==> images/congestion_map.png <==
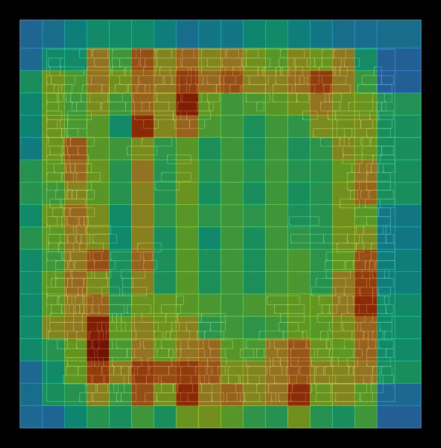
==> images/m1.png <==
Scale bar: 20 µm. Supply wires on this layer in grey. Cells faint in the background.
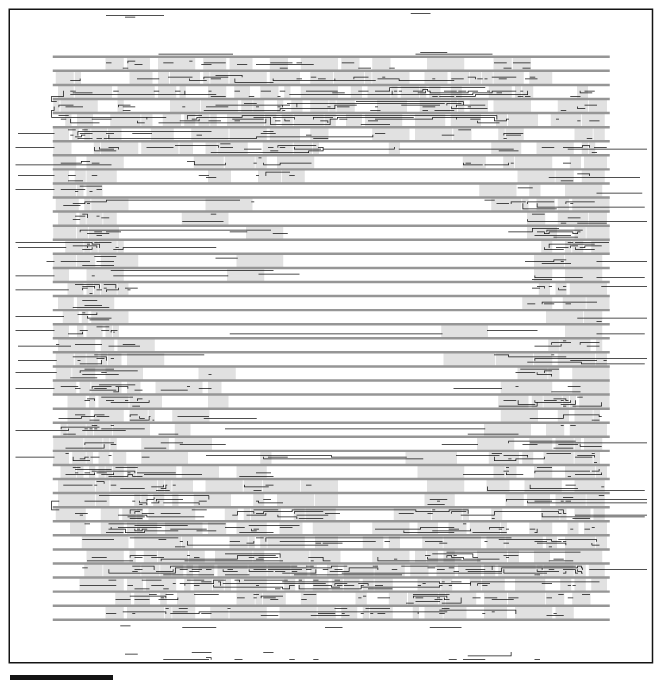
==> images/layers.png <==
Only two layers are drawn.
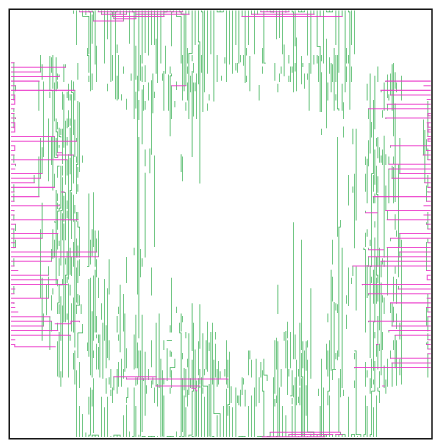
==> src/rtl/avalon_bus_arbiter_if.sv <==
// Avalon-MM bus bundle shared by both masters and the RAM slave of avalon_bus_arbiter.
// The master modport is the side that issues transfers; the slave modport answers them.
interface avalon_bus_arbiter_if #(
    parameter int ADDR_W = 32,
    parameter int DATA_W = 32
);
    logic [ADDR_W-1:0]   address;
    logic                read;
    logic                write;
    logic [DATA_W-1:0]   writedata;
    logic [DATA_W/8-1:0] byteenable;
    logic                waitrequest;
    logic [DATA_W-1:0]   readdata;

    modport master (
        output address, read, write, writedata, byteenable,
        input  waitrequest, readdata
    );

    modport slave (
        input  address, read, write, writedata, byteenable,
        output waitrequest, readdata
    );
endinterface

==> src/rtl/avalon_bus_arbiter.sv <==
// Two-master / one-slave Avalon-MM arbiter with a registered IDLE/GNT0/GNT1 grant FSM.
// Define ARB_ROUND_ROBIN_EN for round-robin tie-breaking; otherwise m0 wins every tie.
module avalon_bus_arbiter #(
    parameter int ADDR_W = 32,
    parameter int DATA_W = 32
) (
    input  logic                 clk,
    input  logic                 reset,
    avalon_bus_arbiter_if.slave  m0,
    avalon_bus_arbiter_if.slave  m1,
    avalon_bus_arbiter_if.master s,
    output logic [1:0]           grant
);
    localparam int BE_W = DATA_W / 8;

    typedef enum logic [1:0] {
        IDLE = 2'd0,
        GNT0 = 2'd1,
        GNT1 = 2'd2
    } state_t;

    state_t state;

    logic m0_req;
    logic m1_req;
    logic tie_to_m1;

    logic [ADDR_W-1:0] sel_address;
    logic              sel_read;
    logic              sel_write;
    logic [DATA_W-1:0] sel_writedata;
    logic [BE_W-1:0]   sel_byteenable;
    logic              m0_wait;
    logic              m1_wait;

    assign m0_req = m0.read | m0.write;
    assign m1_req = m1.read | m1.write;

`ifdef ARB_ROUND_ROBIN_EN
    // last_owner = 1 means m1 was served last, so m0 wins the next tie.
    logic last_owner;
    assign tie_to_m1 = ~last_owner;
`else
    assign tie_to_m1 = 1'b0;
`endif

    always_ff @(posedge clk) begin
        if (reset) begin
            state <= IDLE;
`ifdef ARB_ROUND_ROBIN_EN
            last_owner <= 1'b1;
`endif
        end else begin
            case (state)
                IDLE: begin
                    if (m0_req && m1_req) begin
                        state <= tie_to_m1 ? GNT1 : GNT0;
                    end else if (m0_req) begin
                        state <= GNT0;
                    end else if (m1_req) begin
                        state <= GNT1;
                    end
                end
                GNT0: begin
                    if (!m0_req || !s.waitrequest) begin
                        state <= IDLE;
                    end
`ifdef ARB_ROUND_ROBIN_EN
                    if (m0_req && !s.waitrequest) begin
                        last_owner <= 1'b0;
                    end
`endif
                end
                GNT1: begin
                    if (!m1_req || !s.waitrequest) begin
                        state <= IDLE;
                    end
`ifdef ARB_ROUND_ROBIN_EN
                    if (m1_req && !s.waitrequest) begin
                        last_owner <= 1'b1;
                    end
`endif
                end
                default: state <= IDLE;
            endcase
        end
    end

    // A master raising read and write together is served as a plain read.
    always_comb begin
        grant          = 2'b00;
        sel_address    = '0;
        sel_read       = 1'b0;
        sel_write      = 1'b0;
        sel_writedata  = '0;
        sel_byteenable = '0;
        m0_wait        = 1'b1;
        m1_wait        = 1'b1;
        case (state)
            GNT0: begin
                grant          = 2'b01;
                sel_address    = m0.address;
                sel_read       = m0.read;
                sel_write      = m0.write & ~m0.read;
                sel_writedata  = m0.writedata;
                sel_byteenable = m0.byteenable;
                m0_wait        = s.waitrequest;
            end
            GNT1: begin
                grant          = 2'b10;
                sel_address    = m1.address;
                sel_read       = m1.read;
                sel_write      = m1.write & ~m1.read;
                sel_writedata  = m1.writedata;
                sel_byteenable = m1.byteenable;
                m1_wait        = s.waitrequest;
            end
            default: begin
                grant = 2'b00;
            end
        endcase
    end

    assign s.address    = sel_address;
    assign s.read       = sel_read;
    assign s.write      = sel_write;
    assign s.writedata  = sel_writedata;
    assign s.byteenable = sel_byteenable;

    assign m0.waitrequest = m0_wait;
    assign m1.waitrequest = m1_wait;
    assign m0.readdata    = s.readdata;
    assign m1.readdata    = s.readdata;
endmodule

==> src/flat_wrapper.sv <==
// flat-port wrapper written by rule: the top's interface ports become plain ports
module avalon_bus_arbiter_flat 
#(
    parameter int ADDR_W = 32,
    parameter int DATA_W = 32
)
  (clk, reset, grant, m0_address, m0_read, m0_write, m0_writedata, m0_byteenable, m0_waitrequest, m0_readdata, m1_address, m1_read, m1_write, m1_writedata, m1_byteenable, m1_waitrequest, m1_readdata, s_address, s_read, s_write, s_writedata, s_byteenable, s_waitrequest, s_readdata);
  avalon_bus_arbiter_if #(.ADDR_W(ADDR_W), .DATA_W(DATA_W)) m0_i ();
  avalon_bus_arbiter_if #(.ADDR_W(ADDR_W), .DATA_W(DATA_W)) m1_i ();
  avalon_bus_arbiter_if #(.ADDR_W(ADDR_W), .DATA_W(DATA_W)) s_i ();
  input  logic clk;
  input  logic reset;
  output logic [1:0] grant;
  input wire logic [$bits(m0_i.address)-1:0] m0_address;
  input wire logic [$bits(m0_i.read)-1:0] m0_read;
  input wire logic [$bits(m0_i.write)-1:0] m0_write;
  input wire logic [$bits(m0_i.writedata)-1:0] m0_writedata;
  input wire logic [$bits(m0_i.byteenable)-1:0] m0_byteenable;
  output wire logic [$bits(m0_i.waitrequest)-1:0] m0_waitrequest;
  output wire logic [$bits(m0_i.readdata)-1:0] m0_readdata;
  input wire logic [$bits(m1_i.address)-1:0] m1_address;
  input wire logic [$bits(m1_i.read)-1:0] m1_read;
  input wire logic [$bits(m1_i.write)-1:0] m1_write;
  input wire logic [$bits(m1_i.writedata)-1:0] m1_writedata;
  input wire logic [$bits(m1_i.byteenable)-1:0] m1_byteenable;
  output wire logic [$bits(m1_i.waitrequest)-1:0] m1_waitrequest;
  output wire logic [$bits(m1_i.readdata)-1:0] m1_readdata;
  output wire logic [$bits(s_i.address)-1:0] s_address;
  output wire logic [$bits(s_i.read)-1:0] s_read;
  output wire logic [$bits(s_i.write)-1:0] s_write;
  output wire logic [$bits(s_i.writedata)-1:0] s_writedata;
  output wire logic [$bits(s_i.byteenable)-1:0] s_byteenable;
  input wire logic [$bits(s_i.waitrequest)-1:0] s_waitrequest;
  input wire logic [$bits(s_i.readdata)-1:0] s_readdata;
  assign m0_i.address = m0_address;
  assign m0_i.read = m0_read;
  assign m0_i.write = m0_write;
  assign m0_i.writedata = m0_writedata;
  assign m0_i.byteenable = m0_byteenable;
  assign m0_waitrequest = m0_i.waitrequest;
  assign m0_readdata = m0_i.readdata;
  assign m1_i.address = m1_address;
  assign m1_i.read = m1_read;
  assign m1_i.write = m1_write;
  assign m1_i.writedata = m1_writedata;
  assign m1_i.byteenable = m1_byteenable;
  assign m1_waitrequest = m1_i.waitrequest;
  assign m1_readdata = m1_i.readdata;
  assign s_address = s_i.address;
  assign s_read = s_i.read;
  assign s_write = s_i.write;
  assign s_writedata = s_i.writedata;
  assign s_byteenable = s_i.byteenable;
  assign s_i.waitrequest = s_waitrequest;
  assign s_i.readdata = s_readdata;
  avalon_bus_arbiter #(.ADDR_W(ADDR_W), .DATA_W(DATA_W)) u_core (.clk(clk), .reset(reset), .m0(m0_i), .m1(m1_i), .s(s_i), .grant(grant));
endmodule
==> config.mk <==
export PLATFORM = sky130hd
export DESIGN_NAME = avalon_bus_arbiter_flat
export DESIGN_NICKNAME = d
export VERILOG_FILES = /design/src/rtl/avalon_bus_arbiter_if.sv /design/src/rtl/avalon_bus_arbiter.sv /design/src/flat_wrapper.sv
export SDC_FILE = /design/constraint.sdc
export NUM_CORES = 1
export LEC_CHECK = 0
export ABC_AREA = 1
export ABC_CLOCK_PERIOD_IN_PS = 2300
export CAP_MARGIN = 15
export CORE_AREA = 8 8 116 118
export DETAILED_ROUTE_END_ITERATION = 10
export DIE_AREA = 0 0 124 126
export PLACE_DENSITY = 0.73
export SYNTH_ARGS = -nofsm -noshare
export SYNTH_HDL_FRONTEND = slang
export SYNTH_SLANG_ARGS = --single-unit
==> constraint.sdc <==
create_clock -name clk -period 2.3 [get_ports clk]
set_input_delay 0.69 -clock clk [delete_from_list [all_inputs] [get_ports clk]]
set_output_delay 0.69 -clock clk [all_outputs]
set_load 0.1 [all_outputs]
==> job_summary.md <==
## PnR job results

| Metric | Value |
|---|---|
| Clock transition at path regs | `0.03 ns` |
| Top Family by Delay on Critical Path | `buffers and inverters` |
| Registers with the most flip-flops | `u_core.state x2` |
| Wire length of the first global-routing pass | `16000 µm` |
| Result of the run | `finished, violations left` |
| Violations in the final reports | `negative setup slack` |
| Area taken by multi-input logic gates | `~2000 µm²` |
| Die y size | `roughly 130 µm` |
| Final Core Density | `0.505` |
| Post-synth cell types | `18` |
| Tightest Pin Transition | `between 0.2 and 0.25 ns` |
| Wire length after detailed routing | `~12000 µm` |
| Tally of non-filler cells in the final layout | `roughly 650` |
| Largest fanout on the critical path | `1` |
| Flops after synth | `2` |
| Synth Instances | `333` |
| Synthesized Nets | `513` |
| Count of port buffers added during placement | `216` |
| Time the worst path needs with I/O delays and setup | `2.30 ns` |
| Post-route cell area | `5910 µm²` |
| Clock tree from TritonCTS | `yes` |
| Register Area | `45.0 µm²` |
| Relative contribution of sequential cells to total power | `0.017` |
| Clock sink count | `2` |
| Overall routing resource usage | `0.126` |
| Pwr per Cell Area | `roughly 480 nW/µm²` |
| Fmax achieved | `~430 MHz` |
| Number of buffers added by the clock tree synthesis step | `3` |
| HP Start | `u_core.state[0]` |
| Buffer and inverter count on the worst path | `2` |
| Worst-path cell chain | `clkdlybuf4s50_1 > nand2_1 > a21oi_4 > buf_12` |
| Count of cells along the worst hold path | `3` |
| Congestion Overflow GR | `0` |
| R2R Path End | `u_core.state[1]` |
| Final setup fails | `1` |
| Share of the core filled by cells before placement | `0.158` |
| Count of inserted antenna diode cells | `0` |
| Largest register FFs | `2` |
| Type of element launching the critical path | `primary input` |
| Die Footprint | `around 16000 µm²` |
| Final critical-path setup slack | `-0.00275 ns` |
| Number of hold-slack violations in the final timing report | `0` |
| Worst-case clock buffer depth | `2` |
About congestion_map.png:
met1 global-route usage: 0.123
Global Route met3 Usage: 0.0442
global route hottest layer: met2
met2 GRT Util: 0.244

About m1.png:
The wires run mostly horizontal. The longest straight run is 50.1 µm. 539 nets have wire on it. The layer carries 4220 µm of wire.

About layers.png:
Magenta shows M3, wire length 1190 µm. Green shows M2, wire length 6580 µm.

==> per-layer routing <==
| layer | vias up | part of all wire | wire length [µm] |
|---|---|---|---|
| met5 | - | 0 | 0 |
| met4 | 0 | 0.016 | 200 |
| met3 | 26 | 0.098 | 1190 |
| met2 | 150 | 0.54 | 6580 |
| met1 | 1312 | 0.35 | 4220 |
| li1 | 1326 | - | - |
==> power groups by stage <==
stage | sequential [mW] | clock [mW] | combinational [mW]
finish | 0.0466 | 0.258 | 2.51
global route | 0.0472 | 0.266 | 2.60
CTS | 0.0443 | 0.262 | 2.32
detailed placement | 0.0428 | 0 | 2.21
global placement | 0.0423 | 0 | 2.18
floorplan | 0.0436 | 0 | 1.88
==> synthesized netlist by cell type (all sizes together) <==
cell | number | area share
o21bai | 1 | 0.0041
nand2 | 145 | 0.30
buf | 81 | 0.36
dfxtp | 2 | 0.022
clkbuf | 6 | 0.018
ha | 5 | 0.034
a21oi | 71 | 0.20
inv | 10 | 0.020
nand3 | 7 | 0.031
nor2 | 5 | 0.010
==> kinds of logic after synthesis <==
kind of cell / after synthesis / synth area share
flip-flops: 2 / 0.0217
adder cells (fa/ha/maj): 5 / 0.0339
buffers and inverters: 97 / 0.395
AND-OR/OR-AND: 72 / 0.209
AND/OR/NAND/NOR: 157 / 0.340
==> worst max path at each step <==
stage               startpoint              end  slack, ns  depth (start not counted)
6_report        m1_address[17]    s_address[17]     -0.003                          4
5_1_grt        u_core.state[1]  s_byteenable[3]      -0.04                          7
4_1_cts         m0_address[22]    s_address[22]     -0.002                          4
3_5_place_dp           m0_read          s_write      -0.12                          5
3_3_place_gp           m0_read           s_read      -0.09                          4
2_1_floorplan  u_core.state[0]    s_address[31]      -0.23                          5
==> area by class of cell <==
class | instances | area share
Clock buffer | 3 | 0.0127
Inverter | 10 | 0.00847
Multi-Input combinational cell | 234 | 0.342
Sequential cell | 2 | 0.00762
Tap cell | 147 | 0.0311
Timing Repair Buffer | 251 | 0.598
==> what timing repair did <==
action                                  in CTS  in global routing
pin swaps                                   36                 64
resized                                     69                115
endpoints found under the setup margin      70                 69
cloned                                       2                  9
setup buffers                                0                  4
hold buffers                                 0                  0
==> tightest hold or removal path, delay by kind of cell, from the launching register on <==
family / cells / cell delay, ns
compound gates: 1 / 0.05
buf+inv: 1 / 0.12
flops: 1 / 0.31
simple gates: 1 / 0.07
Power figures rest on the tool's default switching activity, not on a simulated workload.
